<file path="config.mk">
export PLATFORM = sky130hd
export DESIGN_NAME = int_div_seq
export DESIGN_NICKNAME = d
export VERILOG_FILES = /design/src/rtl/int_div_pkg.sv /design/src/rtl/int_div_seq_div_step.sv /design/src/rtl/int_div_seq.sv
export SDC_FILE = /design/constraint.sdc
export NUM_CORES = 1
export LEC_CHECK = 0
export ABC_AREA = 1
export ABC_CLOCK_PERIOD_IN_PS = 8700
export CAP_MARGIN = 5
export CORE_MARGIN = 4
export CORE_UTILIZATION = 45
export DETAILED_ROUTE_END_ITERATION = 6
export HOLD_SLACK_MARGIN = 0.05
export PLACE_DENSITY_LB_ADDON = 0.2
export SYNTH_ARGS = -nofsm -noshare
export SYNTH_HDL_FRONTEND = slang
export SYNTH_SLANG_ARGS = --single-unit
</file>
<file path="constraint.sdc">
create_clock -name clk -period 8.7 [get_ports clk]
set_input_delay 0.87 -clock clk [delete_from_list [all_inputs] [get_ports clk]]
set_output_delay 0.87 -clock clk [all_outputs]
set_load 0.02 [all_outputs]
</file>
<file path="src/rtl/int_div_pkg.sv">
// Shared definitions for the sequential integer divider.
//   - state_t      : divider FSM states
//   - DEF_WIDTH    : default operand/result width
//   - cnt_width()  : width of the iteration counter for a given operand width
package int_div_pkg;

    typedef enum logic [1:0] {
        IDLE = 2'd0,
        RUN  = 2'd1,
        DONE = 2'd2
    } state_t;

    localparam int DEF_WIDTH = 32;

    function automatic int cnt_width(input int width);
        return $clog2(width);
    endfunction

endpackage

</file>
<file path="src/rtl/int_div_seq_div_step.sv">
// div_step: combinational trial subtractor for one restoring-divide step.
// Computes partial - divisor as two HALF-bit chunks. The high chunk is
// evaluated for both borrow-in values and the low-chunk borrow selects one.
//   partial  in  WIDTH  shifted partial remainder
//   divisor  in  WIDTH  divisor magnitude
//   diff     out WIDTH  partial - divisor (mod 2^WIDTH)
//   borrow   out 1      1 when partial < divisor
module div_step #(
    parameter int WIDTH = 32
) (
    input  logic [WIDTH-1:0] partial,
    input  logic [WIDTH-1:0] divisor,
    output logic [WIDTH-1:0] diff,
    output logic             borrow
);

    localparam int HALF = WIDTH / 2;

    logic [HALF:0] lo_res;
    logic [HALF:0] hi_res_b0;
    logic [HALF:0] hi_res_b1;

    // The extra top bit of each (HALF+1)-bit result is the chunk's borrow-out.
    assign lo_res    = {1'b0, partial[HALF-1:0]} - {1'b0, divisor[HALF-1:0]};
    assign hi_res_b0 = {1'b0, partial[WIDTH-1:HALF]} - {1'b0, divisor[WIDTH-1:HALF]};
    assign hi_res_b1 = {1'b0, partial[WIDTH-1:HALF]} - {1'b0, divisor[WIDTH-1:HALF]}
                       - {{HALF{1'b0}}, 1'b1};

    always_comb begin
        diff[HALF-1:0] = lo_res[HALF-1:0];
        if (lo_res[HALF]) begin
            diff[WIDTH-1:HALF] = hi_res_b1[HALF-1:0];
            borrow             = hi_res_b1[HALF];
        end else begin
            diff[WIDTH-1:HALF] = hi_res_b0[HALF-1:0];
            borrow             = hi_res_b0[HALF];
        end
    end

endmodule

</file>
<file path="src/rtl/int_div_seq.sv">
// int_div_seq: sequential restoring integer divider, one quotient bit per cycle.
// Handshake: a transfer happens on a rising clk edge where valid && ready are
// both high; the producer holds data and valid stable until that edge, and
// ready never depends combinationally on valid.
//   clk, rst_n               clock, asynchronous active-low reset
//   in_valid/in_ready        operand handshake (in_ready high only in IDLE)
//   is_signed                1 = two's-complement divide
//   dividend, divisor        operands
//   out_valid/out_ready      result handshake (out_valid high only in DONE)
//   quotient, remainder      registered results
//   div_by_zero              divisor was zero for this result
//   dbg_state                current FSM state, for observation
module int_div_seq
    import int_div_pkg::*;
#(
    parameter int WIDTH = DEF_WIDTH
) (
    input  logic             clk,
    input  logic             rst_n,
    input  logic             in_valid,
    output logic             in_ready,
    input  logic             is_signed,
    input  logic [WIDTH-1:0] dividend,
    input  logic [WIDTH-1:0] divisor,
    output logic             out_valid,
    input  logic             out_ready,
    output logic [WIDTH-1:0] quotient,
    output logic [WIDTH-1:0] remainder,
    output logic             div_by_zero,
    output logic [1:0]       dbg_state
);

    localparam int CW = cnt_width(WIDTH);

    state_t           state_q, state_d;
    logic [CW-1:0]    cnt_q;
    logic [WIDTH-1:0] rem_q;
    logic [WIDTH-1:0] q_shift_q;
    logic [WIDTH-1:0] dvs_mag_q;
    logic             neg_q_q;
    logic             neg_r_q;

    logic [WIDTH-1:0] partial;
    logic [WIDTH-1:0] diff;
    logic             step_borrow;
    logic             borrow;
    logic [WIDTH-1:0] rem_next;
    logic [WIDTH-1:0] q_next;
    logic             divisor_zero;

    assign divisor_zero = (divisor == '0);

    assign partial = {rem_q[WIDTH-2:0], q_shift_q[WIDTH-1]};

    div_step #(.WIDTH(WIDTH)) u_step (
        .partial (partial),
        .divisor (dvs_mag_q),
        .diff    (diff),
        .borrow  (step_borrow)
    );

    // The bit shifted out of rem is the 33rd bit of the true partial
    // remainder; when it is set the partial exceeds any divisor, so the
    // subtraction always succeeds and the low WIDTH bits of diff are exact.
    assign borrow   = step_borrow & ~rem_q[WIDTH-1];
    assign rem_next = borrow ? partial : diff;
    assign q_next   = {q_shift_q[WIDTH-2:0], ~borrow};

    always_ff @(posedge clk or negedge rst_n) begin
        if (!rst_n) begin
            state_q <= IDLE;
        end else begin
            state_q <= state_d;
        end
    end

    always_comb begin
        state_d   = state_q;
        in_ready  = 1'b0;
        out_valid = 1'b0;
        case (state_q)
            IDLE: begin
                in_ready = 1'b1;
                if (in_valid) begin
                    state_d = divisor_zero ? DONE : RUN;
                end
            end
            RUN: begin
                if (cnt_q == '0) begin
                    state_d = DONE;
                end
            end
            DONE: begin
                out_valid = 1'b1;
                if (out_ready) begin
                    state_d = IDLE;
                end
            end
            default: state_d = IDLE;
        endcase
    end

    assign dbg_state = state_q;

    always_ff @(posedge clk or negedge rst_n) begin
        if (!rst_n) begin
            cnt_q       <= '0;
            rem_q       <= '0;
            q_shift_q   <= '0;
            dvs_mag_q   <= '0;
            neg_q_q     <= 1'b0;
            neg_r_q     <= 1'b0;
            quotient    <= '0;
            remainder   <= '0;
            div_by_zero <= 1'b0;
        end else begin
            case (state_q)
                IDLE: begin
                    if (in_valid) begin
                        neg_q_q   <= is_signed & (dividend[WIDTH-1] ^ divisor[WIDTH-1]);
                        neg_r_q   <= is_signed & dividend[WIDTH-1];
                        q_shift_q <= (is_signed && dividend[WIDTH-1]) ? -dividend : dividend;
                        dvs_mag_q <= (is_signed && divisor[WIDTH-1]) ? -divisor : divisor;
                        rem_q     <= '0;
                        cnt_q     <= CW'(WIDTH - 1);
                        if (divisor_zero) begin
                            quotient    <= '1;
                            remainder   <= dividend;
                            div_by_zero <= 1'b1;
                        end else begin
                            div_by_zero <= 1'b0;
                        end
                    end
                end
                RUN: begin
                    rem_q     <= rem_next;
                    q_shift_q <= q_next;
                    if (cnt_q != '0) begin
                        cnt_q <= cnt_q - 1'b1;
                    end else begin
                        // Last step: apply signs while loading the output registers.
                        quotient  <= neg_q_q ? -q_next : q_next;
                        remainder <= neg_r_q ? -rem_next : rem_next;
                    end
                end
                default: ;
            endcase
        end
    end

endmodule
</file>
**Run 1: gate-type map**

Bar = 50 um.
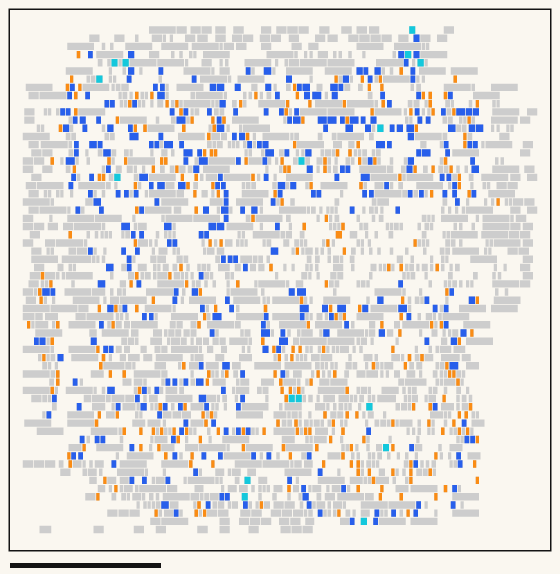
legend:
  inv cells:
    color: orange
    cells: 291
    where: all over the die
  and/or cells:
    color: cyan
    cells: 16
  aoi and oai cells:
    color: blue
    cells: 341
    where: all over the die

**Run 1: wiring by layer**

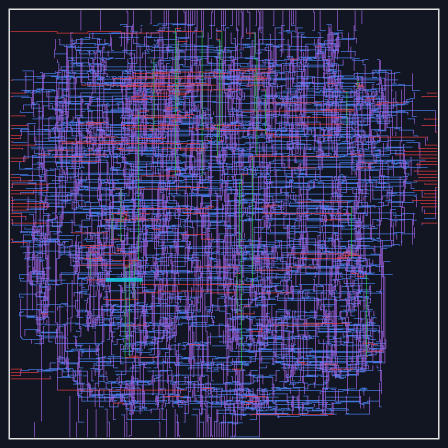
legend:
  metal 2:
    color: purple
    wire_length: 18,700 um
  metal 5:
    color: cyan
    wire_length: 13.8 um
  metal 3:
    color: red
    wire_length: 2,340 um
  metal 1:
    color: blue
    wire_length: 18,200 um
  metal 4:
    color: green
    wire_length: 813 um
Detailed Route WL: 40,100 um
Vias: 13,400

**Run 1: pin map**

Pins as bars across the die edge, other pins in gray.
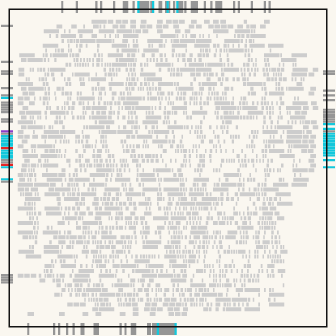
legend:
  remainder:
    color: cyan
    pins: 32
    direction: output
    edge: 14 right, 12 left, 4 top, 2 bottom
  in_ready:
    color: purple
    pins: 1
    direction: output
    edge: left
  dbg_state:
    color: red
    pins: 2
    direction: output
    edge: left

==> PnR_summary.wiki, run 1 <==
== Run summary ==
{| class="wikitable"
! Metric !! Value
|-
| Run status || finished clean
|-
| Maximum number of pins on one net before global-route repair || 87
|-
| Clk ins delay skew pair || 450 ps
|-
| H-tree levels || 4
|-
| Highest-delay cell along the critical path || sky130_fd_sc_hd__nand3_4
|-
| WL met2 || 18,700 um
|-
| Max_slew headroom || 0.0854
|-
| Post-route standard cell area excluding fillers || 0.0154 mm^2
|-
| Total Die Area || 0.0322 mm^2
|-
| GR Layer Usage met2 || 0.417
|-
| Synthesis Warnings || 0
|-
| Post-detailed-route DRC marker count || 0
|-
| Min setup slack post-route || 3050 ps
|-
| Synth Register Bits || 170
|-
| Number of distinct standard cells referenced by the synthesized netlist || 52
|-
| Number of max-cap violations || 0
|-
| Crit end category || register
|-
| Count of pins on the block boundary || 138
|-
| Worst clock skew || 16.8 ps
|-
| Worst min path class || input pin to async pin
|-
| Mean instance size in the synthesized netlist || 6.63 um^2
|-
| Most utilized layer in the global route result || met2
|-
| All-Layer GR Usage || 0.253
|-
| I/O Buffers || 137
|-
| Cell mode on critical path || sky130_fd_sc_hd__inv_1
|-
| Grt ovf || 0
|-
| Met3 Track Usage GR || 0.0407
|-
| Placement Setup Slack || 3140 ps
|-
| OpenROAD warnings || 27
|-
| Period Utilization, post-route || 0.649
|-
| Cell area after synthesis || 0.0132 mm^2
|-
| Clock root buffer master || sky130_fd_sc_hd__clkbuf_16
|-
| GR Layer Usage met1 || 0.349
|-
| CP bufs+invs || 9
|-
| Reg2Reg Setup Slack || 3050 ps
|-
| Nature of the critical path startpoint || register
|-
| Placer's final routability congestion estimate || 0.926
|-
| End point of the critical path || quotient[28]
|-
| Buffer count from post-CTS setup fixing || 0
|-
| Filler Cell Count || 2,946
|-
| CTS-repair resized insts || 0
|-
| Fin crit period || 5650 ps
|-
| Clk slew on worst S/H paths || 80 ps
|-
| Commonest cells after routing, fill and taps aside || sky130_fd_sc_hd__nand2_1, sky130_fd_sc_hd__inv_1, sky130_fd_sc_hd__nor2_1
|-
| Die Wd || 179 um
|-
| Total number of placement rows || 62
|-
| Setup total negative slack || 0 ps
|-
| Async S/R FF share, synth || 1.00
|-
| Unrepaired setup endpoints after global routing || false
|-
| Number of global-route vias before repair || 12,900
|-
| FF-to-FF path depth || 32
|-
| Initial antenna violation count || 1
|}
## run 1: logic make-up (layout without fill, tap and decap cells)
family | count (synthesis) | count (layout) | synth area share
and+or+nand+nor | 1009 | 1009 | 0.338
buffers and inverters | 370 | 473 | 0.110
AOI/OAI and AO/OA | 344 | 344 | 0.149
DFF | 170 | 170 | 0.322
xor gates and xnor gates | 59 | 59 | 0.0402
adders and majority gates | 41 | 41 | 0.0400
## run 1: area by class of cell
cell class	count	area [um^2]	area share
inverters	291	1090	0.0711
clock buffers	17	425	0.0276
well taps	384	480	0.0312
repair buffers	150	1490	0.0967
flip-flops and latches	170	4250	0.276
multi-input cells	1453	7510	0.488
clock inverters	15	146	0.00950
## run 1: cell usage after synthesis, types with 3 or more instances
cell type                     n  share of area
sky130_fd_sc_hd__nor2_2      12         0.0057
sky130_fd_sc_hd__o2111ai_1    3         0.0020
sky130_fd_sc_hd__inv_1      272          0.077
sky130_fd_sc_hd__a32oi_1      4         0.0027
sky130_fd_sc_hd__o21ai_0    145          0.055
sky130_fd_sc_hd__nand2_1    513           0.15
sky130_fd_sc_hd__clkbuf_1    62          0.018
sky130_fd_sc_hd__nand3_4      3         0.0040
sky130_fd_sc_hd__o22ai_1     26          0.012
sky130_fd_sc_hd__clkinv_1     3        0.00085
sky130_fd_sc_hd__or2_2       12         0.0057
sky130_fd_sc_hd__ha_1        39          0.037
sky130_fd_sc_hd__nor2_1     191          0.054
sky130_fd_sc_hd__buf_1        4         0.0011
sky130_fd_sc_hd__a31oi_1     26          0.012
sky130_fd_sc_hd__xor2_1      39          0.026
sky130_fd_sc_hd__o21ai_2      8         0.0053
sky130_fd_sc_hd__nor4_1       8         0.0038
sky130_fd_sc_hd__a21oi_1     81          0.031
sky130_fd_sc_hd__nor2_4       5         0.0043
sky130_fd_sc_hd__nor3_1      41          0.016
sky130_fd_sc_hd__nand3_2      6         0.0045
sky130_fd_sc_hd__buf_2        6         0.0023
sky130_fd_sc_hd__o31ai_1     10         0.0057
sky130_fd_sc_hd__nand4_1     51          0.024
sky130_fd_sc_hd__o211ai_1    17         0.0097
sky130_fd_sc_hd__dfrtp_1    170           0.32
sky130_fd_sc_hd__a221oi_1     3         0.0020
sky130_fd_sc_hd__and2_1       4         0.0019
sky130_fd_sc_hd__nand2_4      5         0.0043
sky130_fd_sc_hd__nand3_1    124          0.047
sky130_fd_sc_hd__nand2_2     26          0.012
sky130_fd_sc_hd__nand3b_1     5         0.0028
sky130_fd_sc_hd__xnor2_1     18          0.012
sky130_fd_sc_hd__o221ai_1     4         0.0027
sky130_fd_sc_hd__o21ai_1      7         0.0027
sky130_fd_sc_hd__inv_2       16         0.0045
## run 1: sequential cells by signal, indices dropped and copies added, names as in the netlist
signal       flops
dbg_state        2
neg_r_q          1
rem_q           32
cnt_q            5
div_by_zero      1
dvs_mag_q       32
quotient        32
remainder       32
q_shift_q       32
neg_q_q          1
==> run 1 -> run 2 <==
--- a/config.mk
+++ b/config.mk
@@ -6,7 +6,7 @@
 export NUM_CORES = 1
 export LEC_CHECK = 0
 export ABC_AREA = 1
-export ABC_CLOCK_PERIOD_IN_PS = 8700
+export ABC_CLOCK_PERIOD_IN_PS = 5300
 export CAP_MARGIN = 5
 export CORE_MARGIN = 4
 export CORE_UTILIZATION = 45
==> constraint.sdc (replaced) <==
create_clock -name clk -period 5.3 [get_ports clk]
set_input_delay 0.53 -clock clk [delete_from_list [all_inputs] [get_ports clk]]
set_output_delay 0.53 -clock clk [all_outputs]
set_load 0.02 [all_outputs]
**Run 2: wiring by layer**

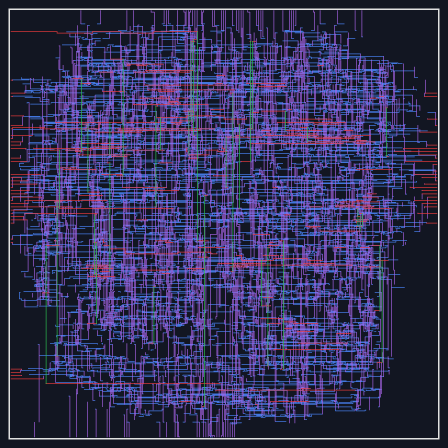
legend:
  metal 2:
    color: purple
    wire_length: 19,100 um
  metal 3:
    color: red
    wire_length: 2,350 um
  metal 1:
    color: blue
    wire_length: 18,000 um
  metal 4:
    color: green
    wire_length: 1,190 um

==> PnR_summary.wiki, run 2 <==
== Run summary ==
{| class="wikitable"
! Metric !! Value
|-
| Clock root buffer master || sky130_fd_sc_hd__clkbuf_16
|-
| Synthesis Warnings || 0
|-
| Post-detailed-route DRC marker count || 0
|-
| Unrepaired setup endpoints after global routing || false
|-
| Max_slew headroom || 0.428
|-
| Number of distinct standard cells referenced by the synthesized netlist || 52
|-
| Layout overhead on the synthesized area || 17.0%
|-
| Maximum number of pins on one net before global-route repair || 99
|-
| Detailed Route WL || 40,600 um
|-
| Antenna-violating nets left || 0
|-
| Most common library cell in the layout ignoring fill and taps || sky130_fd_sc_hd__nand2_1
|-
| Top cell type by total area after synthesis || sky130_fd_sc_hd__dfrtp_1
|-
| Count of pins on the block boundary || 138
|-
| H-tree levels || 4
|-
| Clk slew on worst S/H paths || 70 ps
|-
| Crit end category || register
|-
| I/O Buffers || 137
|-
| Met3 Track Usage GR || 0.0365
|-
| Area share of the largest cell type after synthesis || 0.322
|-
| Initial antenna violation count || 0
|-
| Worst clock skew || 24.8 ps
|-
| Synth Register Bits || 170
|-
| Total number of placement rows || 62
|-
| Run status || finished clean
|-
| Vias || 13,600
|-
| Setup total negative slack || 0 ps
|-
| OpenROAD warnings || 27
|-
| Commonest cells after routing, fill and taps aside || sky130_fd_sc_hd__nand2_1, sky130_fd_sc_hd__inv_1, sky130_fd_sc_hd__nor2_1
|-
| GR Layer Usage met2 || 0.416
|-
| Fin crit period || 4770 ps
|-
| Async S/R FF share, synth || 1.00
|-
| Period Utilization, post-route || 0.901
|-
| Die Wd || 179 um
|-
| Number of global-route vias before repair || 12,900
|-
| Nature of the critical path startpoint || register
|-
| Total Die Area || 0.0322 mm^2
|-
| Instance count after placement with tap cells included || 2,454
|-
| Most utilized layer in the global route result || met2
|-
| Placement Setup Slack || 589 ps
|-
| Most instantiated cells after synthesis || sky130_fd_sc_hd__nand2_1, sky130_fd_sc_hd__inv_1, sky130_fd_sc_hd__nor2_1, sky130_fd_sc_hd__dfrtp_1, sky130_fd_sc_hd__o21ai_0
|-
| GR Layer Usage met1 || 0.341
|-
| Min setup slack post-route || 525 ps
|-
| Number of max-cap violations || 0
|-
| Hold buffer count at cts || 0
|-
| Most common cell in the synthesized netlist || sky130_fd_sc_hd__nand2_1
|-
| All-Layer GR Usage || 0.251
|-
| Worst min path class || input pin to async pin
|-
| Grt ovf || 0
|-
| Placer's final routability congestion estimate || 0.883
|-
| CTS-repair resized insts || 0
|-
| Cell area after synthesis || 0.0132 mm^2
|-
| Buffer count from post-CTS setup fixing || 0
|-
| Top area cell types || sky130_fd_sc_hd__dfrtp_1, sky130_fd_sc_hd__nand2_1, sky130_fd_sc_hd__inv_1
|}
**Run 2: gate-type map**

Bar = 50 um.
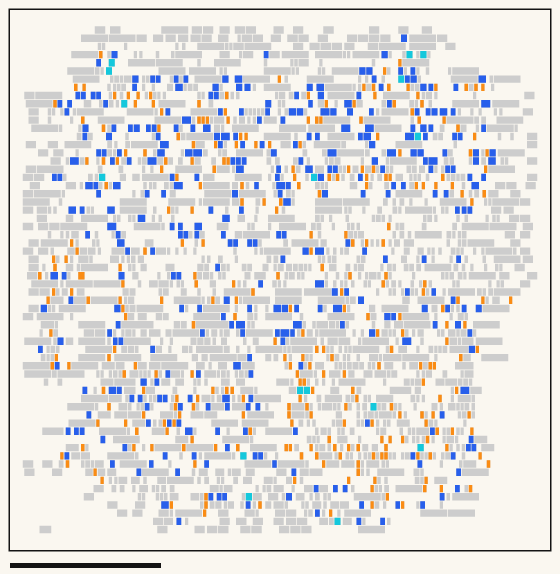
legend:
  aoi and oai cells:
    color: blue
    cells: 341
    where: all over the die
  and/or cells:
    color: cyan
    cells: 16
  inv cells:
    color: orange
    cells: 291
    where: all over the die
number of standard cells in the final layout excluding fillers: 2,486
logic share of the area: 0.486

## run 2: cell counts after synthesis
No cell type changed its count.
## run 2: layout make-up
cell class | instances | area (um^2)
fillers | 2891 | 13400
multi-input cells | 1453 | 7520
flip-flops and latches | 170 | 4250
repair buffers | 156 | 1530
inverters | 291 | 1090
well taps | 384 | 480
clock buffers | 19 | 433
clock inverters | 13 | 159
## run 2: worst max-delay path, stage by stage (launching register included)
cell and delay, ps:
sky130_fd_sc_hd__dfrtp_1 380, sky130_fd_sc_hd__inv_1 70, sky130_fd_sc_hd__ha_1 190, sky130_fd_sc_hd__inv_1 140, sky130_fd_sc_hd__fa_1 460, sky130_fd_sc_hd__inv_1 90, sky130_fd_sc_hd__ha_1 160, sky130_fd_sc_hd__nand2_1 60
sky130_fd_sc_hd__nor2_1 180, sky130_fd_sc_hd__nand3_2 130, sky130_fd_sc_hd__nor2_4 160, sky130_fd_sc_hd__nand2_2 110, sky130_fd_sc_hd__nor2_8 150, sky130_fd_sc_hd__nand3_4 100, sky130_fd_sc_hd__nand3_4 90, sky130_fd_sc_hd__buf_4 530
sky130_fd_sc_hd__o21ai_1 300, sky130_fd_sc_hd__inv_1 140, sky130_fd_sc_hd__ha_1 170, sky130_fd_sc_hd__nand3_1 90, sky130_fd_sc_hd__nor2_2 140, sky130_fd_sc_hd__nand3_2 140, sky130_fd_sc_hd__nor2_4 210, sky130_fd_sc_hd__nand3_1 140
sky130_fd_sc_hd__nand3_1 90, sky130_fd_sc_hd__nand3_1 80, sky130_fd_sc_hd__nand2_1 90, sky130_fd_sc_hd__nand2_1 40
## run 2: layer usage
metal | wire [um] | share of wire
met5 | 0 | 0
met4 | 1190 | 0.029
met3 | 2350 | 0.058
met2 | 19100 | 0.47
met1 | 18000 | 0.44
## run 2: stage by stage
step	instance area, um^2	hold slack (ps)
6_report	15500	100
5_1_grt	15500	174
2_1_floorplan	13200	234
3_5_place_dp	14900	467
3_3_place_gp	14900	463
4_1_cts	15500	141
## run 2: final timing paths
kind	slack (ps)	depth (start not counted)	startpoint	end
hold / removal	100	1	rst_n	dvs_mag_q[6]
max in group asynchronous	4200	2	rst_n	q_shift_q[19]
setup / recovery	530	27	rem_q[15]	remainder[30]
hold reg to reg	480	2	quotient[25]	quotient[25]
setup reg to reg	530	27	rem_q[15]	remainder[30]
min in group clk	480	2	quotient[25]	quotient[25]
## run 2: cell families (layout without fill, tap and decap cells)
| kind of cell | Yosys count | count (layout) | synth area share |
|---|---|---|---|
| xor+xnor | 59 | 59 | 0.0402 |
| compound gates | 344 | 344 | 0.149 |
| flops | 170 | 170 | 0.322 |
| fa+ha+maj | 41 | 41 | 0.0400 |
| buf+inv | 370 | 479 | 0.110 |
| simple gates | 1009 | 1009 | 0.338 |
